==> images/io_placement.png <==
(3 px per um) Pins as bars across the die edge, other pins in gray.
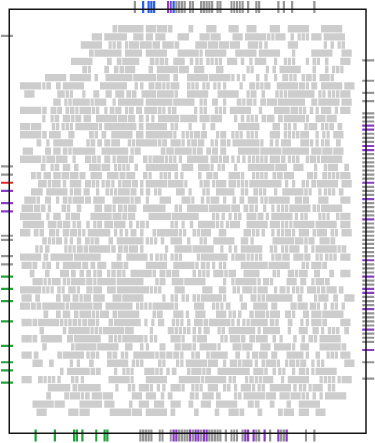
==> images/congestion.png <==
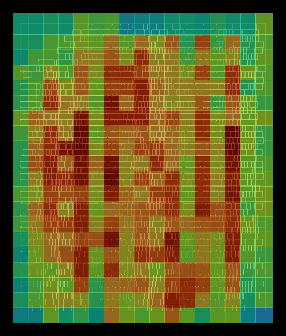
==> images/detail.png <==
Region (47, 30) to (72, 55) um. Cells in gray, sequential cells in the stronger gray; small squares are vias.
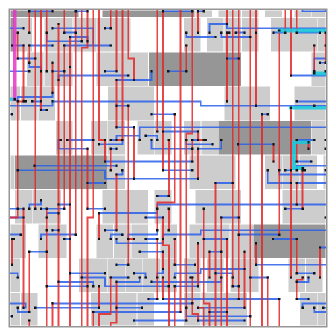
==> images/logic_types.png <==
(2 px per um)
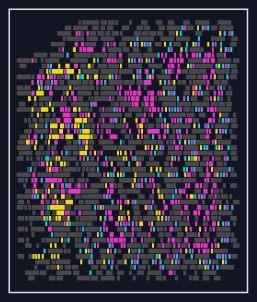
--- config.mk ---
export PLATFORM = sky130hd
export DESIGN_NAME = proc_test_sequencer
export DESIGN_NICKNAME = d
export VERILOG_FILES = /design/src/rtl/proc_test_sequencer.sv
export SDC_FILE = /design/constraint.sdc
export NUM_CORES = 1
export LEC_CHECK = 0
export ABC_AREA = 1
export CAP_MARGIN = 20
export CORE_ASPECT_RATIO = 1.2
export CORE_MARGIN = 3
export CORE_UTILIZATION = 45
export CTS_CLUSTER_DIAMETER = 150
export DETAILED_ROUTE_END_ITERATION = 7
export GPL_TIMING_DRIVEN = 0
export PLACE_DENSITY_LB_ADDON = 0.05
export SLEW_MARGIN = 20
export SYNTH_ARGS = -nofsm -noshare
export SYNTH_HDL_FRONTEND = slang
export SYNTH_SLANG_ARGS = --single-unit
export TNS_END_PERCENT = 5
--- constraint.sdc ---
create_clock -name clk -period 1.85 [get_ports clk]
set_clock_uncertainty 0.2 [all_clocks]
set_input_delay 0.185 -clock clk [delete_from_list [all_inputs] [get_ports clk]]
set_output_delay 0.185 -clock clk [all_outputs]
set_load 0.005 [all_outputs]
--- src/rtl/proc_test_sequencer.sv ---
// proc_test_sequencer: hardware run controller for the single-cycle MIPS processor.
// On an accepted start it holds the processor in reset for RESET_CYCLES cycles,
// clock-enables it for run_cycles cycles, then scans registers 1..NREGS-1 through
// a debug read port and compares each against an expected-value store.
//
// Ports:
//   clk, reset          system clock; synchronous active-low reset
//   start, run_cycles   run request (IDLE/DONE only) and run length, latched on accept
//   proc_reset, proc_en reset and clock enable driven to the processor
//   reg_addr, reg_data  register-file debug read port (combinational data)
//   exp_data, exp_valid expected value and compare enable for reg_addr
//   busy, done, pass    run status; pass valid while done
//   mismatch_count      number of mismatching checked registers
//   fail_addr/actual/expected  first-mismatch diagnostics
module proc_test_sequencer #(
  parameter int unsigned WIDTH         = 32,
  parameter int unsigned NREGS         = 32,
  parameter int unsigned CYC_W         = 16,
  parameter int unsigned RESET_CYCLES  = 2,
  parameter int unsigned STOP_ON_FIRST = 0,
  localparam int unsigned AW           = $clog2(NREGS)
) (
  input  logic             clk,
  input  logic             reset,
  input  logic             start,
  input  logic [CYC_W-1:0] run_cycles,
  output logic             proc_reset,
  output logic             proc_en,
  output logic [AW-1:0]    reg_addr,
  input  logic [WIDTH-1:0] reg_data,
  input  logic [WIDTH-1:0] exp_data,
  input  logic             exp_valid,
  output logic             busy,
  output logic             done,
  output logic             pass,
  output logic [AW-1:0]    mismatch_count,
  output logic [AW-1:0]    fail_addr,
  output logic [WIDTH-1:0] fail_actual,
  output logic [WIDTH-1:0] fail_expected
);

  localparam logic [2:0] StIdle  = 3'd0;
  localparam logic [2:0] StRst   = 3'd1;
  localparam logic [2:0] StRun   = 3'd2;
  localparam logic [2:0] StCheck = 3'd3;
  localparam logic [2:0] StDone  = 3'd4;

  localparam logic [AW-1:0]    LastAddr = AW'(NREGS - 1);
  localparam logic [CYC_W-1:0] RstLoad  = CYC_W'(RESET_CYCLES - 1);

  logic [2:0]       state_q, state_d;
  logic [CYC_W-1:0] cnt_q, cnt_d;
  logic [CYC_W-1:0] run_q, run_d;
  logic             proc_reset_q, proc_reset_d;
  logic             proc_en_q, proc_en_d;
  logic [AW-1:0]    reg_addr_q, reg_addr_d;
  logic             busy_q, busy_d;
  logic             done_q, done_d;
  logic             pass_q, pass_d;
  logic [AW-1:0]    mcount_q, mcount_d;
  logic [AW-1:0]    fail_addr_q, fail_addr_d;
  logic [WIDTH-1:0] fail_act_q, fail_act_d;
  logic [WIDTH-1:0] fail_exp_q, fail_exp_d;

  logic             mism;
  logic [AW-1:0]    mcount_next;

  assign mism        = exp_valid && (reg_data != exp_data);
  assign mcount_next = mcount_q + AW'(mism);

  always_comb begin
    state_d      = state_q;
    cnt_d        = cnt_q;
    run_d        = run_q;
    proc_reset_d = proc_reset_q;
    proc_en_d    = proc_en_q;
    reg_addr_d   = reg_addr_q;
    busy_d       = busy_q;
    done_d       = done_q;
    pass_d       = pass_q;
    mcount_d     = mcount_q;
    fail_addr_d  = fail_addr_q;
    fail_act_d   = fail_act_q;
    fail_exp_d   = fail_exp_q;

    case (state_q)
      StIdle, StDone: begin
        if (start) begin
          state_d      = StRst;
          run_d        = run_cycles;
          cnt_d        = RstLoad;
          proc_reset_d = 1'b1;
          busy_d       = 1'b1;
          done_d       = 1'b0;
          pass_d       = 1'b0;
          mcount_d     = '0;
          fail_addr_d  = '0;
          fail_act_d   = '0;
          fail_exp_d   = '0;
        end
      end
      StRst: begin
        if (cnt_q == '0) begin
          proc_reset_d = 1'b0;
          if (run_q == '0) begin
            state_d    = StCheck;
            reg_addr_d = AW'(1);
          end else begin
            state_d   = StRun;
            proc_en_d = 1'b1;
            cnt_d     = run_q - CYC_W'(1);
          end
        end else begin
          cnt_d = cnt_q - CYC_W'(1);
        end
      end
      StRun: begin
        if (cnt_q == '0) begin
          state_d    = StCheck;
          proc_en_d  = 1'b0;
          reg_addr_d = AW'(1);
        end else begin
          cnt_d = cnt_q - CYC_W'(1);
        end
      end
      StCheck: begin
        if (mism) begin
          mcount_d = mcount_next;
          // A zero running count means this is the first mismatch of the run.
          if (mcount_q == '0) begin
            fail_addr_d = reg_addr_q;
            fail_act_d  = reg_data;
            fail_exp_d  = exp_data;
          end
        end
        if ((mism && (STOP_ON_FIRST != 0)) || (reg_addr_q == LastAddr)) begin
          state_d = StDone;
          busy_d  = 1'b0;
          done_d  = 1'b1;
          pass_d  = (mcount_next == '0);
        end else begin
          reg_addr_d = reg_addr_q + AW'(1);
        end
      end
      default: state_d = StIdle;
    endcase
  end

  always_ff @(posedge clk) begin
    if (!reset) begin
      state_q      <= StIdle;
      cnt_q        <= '0;
      run_q        <= '0;
      proc_reset_q <= 1'b1;
      proc_en_q    <= 1'b0;
      reg_addr_q   <= '0;
      busy_q       <= 1'b0;
      done_q       <= 1'b0;
      pass_q       <= 1'b0;
      mcount_q     <= '0;
      fail_addr_q  <= '0;
      fail_act_q   <= '0;
      fail_exp_q   <= '0;
    end else begin
      state_q      <= state_d;
      cnt_q        <= cnt_d;
      run_q        <= run_d;
      proc_reset_q <= proc_reset_d;
      proc_en_q    <= proc_en_d;
      reg_addr_q   <= reg_addr_d;
      busy_q       <= busy_d;
      done_q       <= done_d;
      pass_q       <= pass_d;
      mcount_q     <= mcount_d;
      fail_addr_q  <= fail_addr_d;
      fail_act_q   <= fail_act_d;
      fail_exp_q   <= fail_exp_d;
    end
  end

  assign proc_reset     = proc_reset_q;
  assign proc_en        = proc_en_q;
  assign reg_addr       = reg_addr_q;
  assign busy           = busy_q;
  assign done           = done_q;
  assign pass           = pass_q;
  assign mismatch_count = mcount_q;
  assign fail_addr      = fail_addr_q;
  assign fail_actual    = fail_act_q;
  assign fail_expected  = fail_exp_q;

endmodule

==> results.py <==
# Metrics from the implementation run
metrics = {
    "status": {
        "outcome": "finished with violations",
        "violations": "negative setup slack",
    },
    "setup_path": {
        "cp-end-kind": "flop",
        "cp-start-kind": "flop",
        "regToRegEndpoint": "fail_expected[1]$_SDFFE_PN0P_",
        "rrSetupSlack_ns": -0.25,
        "path_buffers": 3,
    },
    "synth": {
        "edf_count": 0,
        "topCellsByArea": "dfxtp_1 (35%), nand2_1 (17%), inv_1 (10%)",
        "ys_cells": 1097,
        "synth_seq_share_pct": 34.9,
        "synth_top_area_share_pct": 34.9,
        "top_cells_by_count": "nand2_1 (306), inv_1 (184), nor2_1 (173), dfxtp_1 (119), nand4_1 (62)",
        "synth_flops": 119,
        "ys.flop_type": "dfxtp_1",
        "largest_area_cell": "dfxtp_1",
        "yosys_warnings": 0,
        "netlist_logic_family_top": "simple AND/OR/NAND/NOR gates",
        "ys_sh_xor_pct": 6.42,
        "syn_inst": 1097,
        "yosysUniqueCellTypes": 35,
    },
    "drt": {
        "top_layer": "met4",
        "routed-wl-met3_mm": 1.38,
        "ant_nets": 0,
        "drt-initial-drc-count": 524,
        "drcViolationCount": 0,
    },
    "floorplan": {
        "pin_count": 168,
        "fp-row-count": 48,
        "core_area_um2": 14600,
        "dieArea_um2": 16700,
        "tap_cells": 200,
    },
    "cts": {
        "clock_latency_ns": 0.42,
        "cts_resized": 309,
        "cts_buffers": 17,
        "cts_post_setup_buffers_inserted": 21,
        "cts.sinks": 119,
    },
    "place": {
        "dpl.hpwl_mm": 16.8,
        "place_area_um2": 8850,
    },
    "final_timing": {
        "period_needed_ns": 2.10,
        "finalSetupViolations": 92,
        "slew_violations": 0,
        "timing.final.ws_setup_ns": -0.254,
    },
    "power_and_ir_drop": {
        "seq_power_w": 0.00381,
        "power_frac_comb_pct": 49.6,
        "p_switching_w": 0.00581,
        "p_clk_share_pct": 24.7,
        "finalPower_w": 0.0148,
        "pg_clk_w": 0.00365,
        "p_sw_share_pct": 39.3,
        "p_comb_w": 0.00733,
        "p_seq_share_pct": 25.7,
    },
    "layout": {
        "comb.multi_input.count": 740,
        "nonClkBufAreaFrac_pct": 23.4,
        "non_clock_inverter_count": 187,
        "fin_area_um2": 10300,
        "comb_share_pct": 37.8,
        "layout_top_cells": "nand2_1 (290), inv_1 (170), nor2_1 (153), dfxtp_1 (105), clkdlybuf4s50_1 (102)",
        "nets": 1441,
        "seq-cell-share_pct": 23.3,
        "antennaDiodeCount": 0,
        "syn2layout_area_growth_pct": 51.0,
    },
    "global_routing": {
        "met2_usage_pct": 52.3,
        "grt_use_total_pct": 27.9,
        "overflow": 0,
    },
    "min_path": {
        "whs_path_depth": 5,
        "min_from": "reg_data[18]",
        "whs_endpoint": "fail_actual[18]$_SDFFE_PN0P_",
    },
    "flow_run": {
        "openroad.warnings": 29,
    },
}
About io_placement.png:
port	color	pins	direction	edge
run_cycles	green	16	input	8 west, 8 south
proc_en	red	1	output	west
exp_data	purple	32	input	14 east, 13 south, 3 west, 2 north
mismatch_count	blue	5	output	north
I/O Buffers: 166
Die Ht: 141 um
DIE WIDTH: 118 um

About congestion.png:
grt met3 use: 5.50%
met1 Track Usage GR: 30.2%
most used routing layer: met2
Util after Layout: 70.6%

About detail.png:
layer	color
metal 1	blue
metal 4	magenta
metal 3	cyan
metal 2	red
cells with their middle in the window	70
sequential cells in the window	4
most frequent	nand2_1 (25), nor2_1 (10), inv_1 (9)
netlist names of flops here include	fail_actual (4)

About logic_types.png:
family	color	cells	where
inv cells	cyan	187	widely spread
nand cells	magenta	400	widely spread
nor cells	yellow	188	widely spread

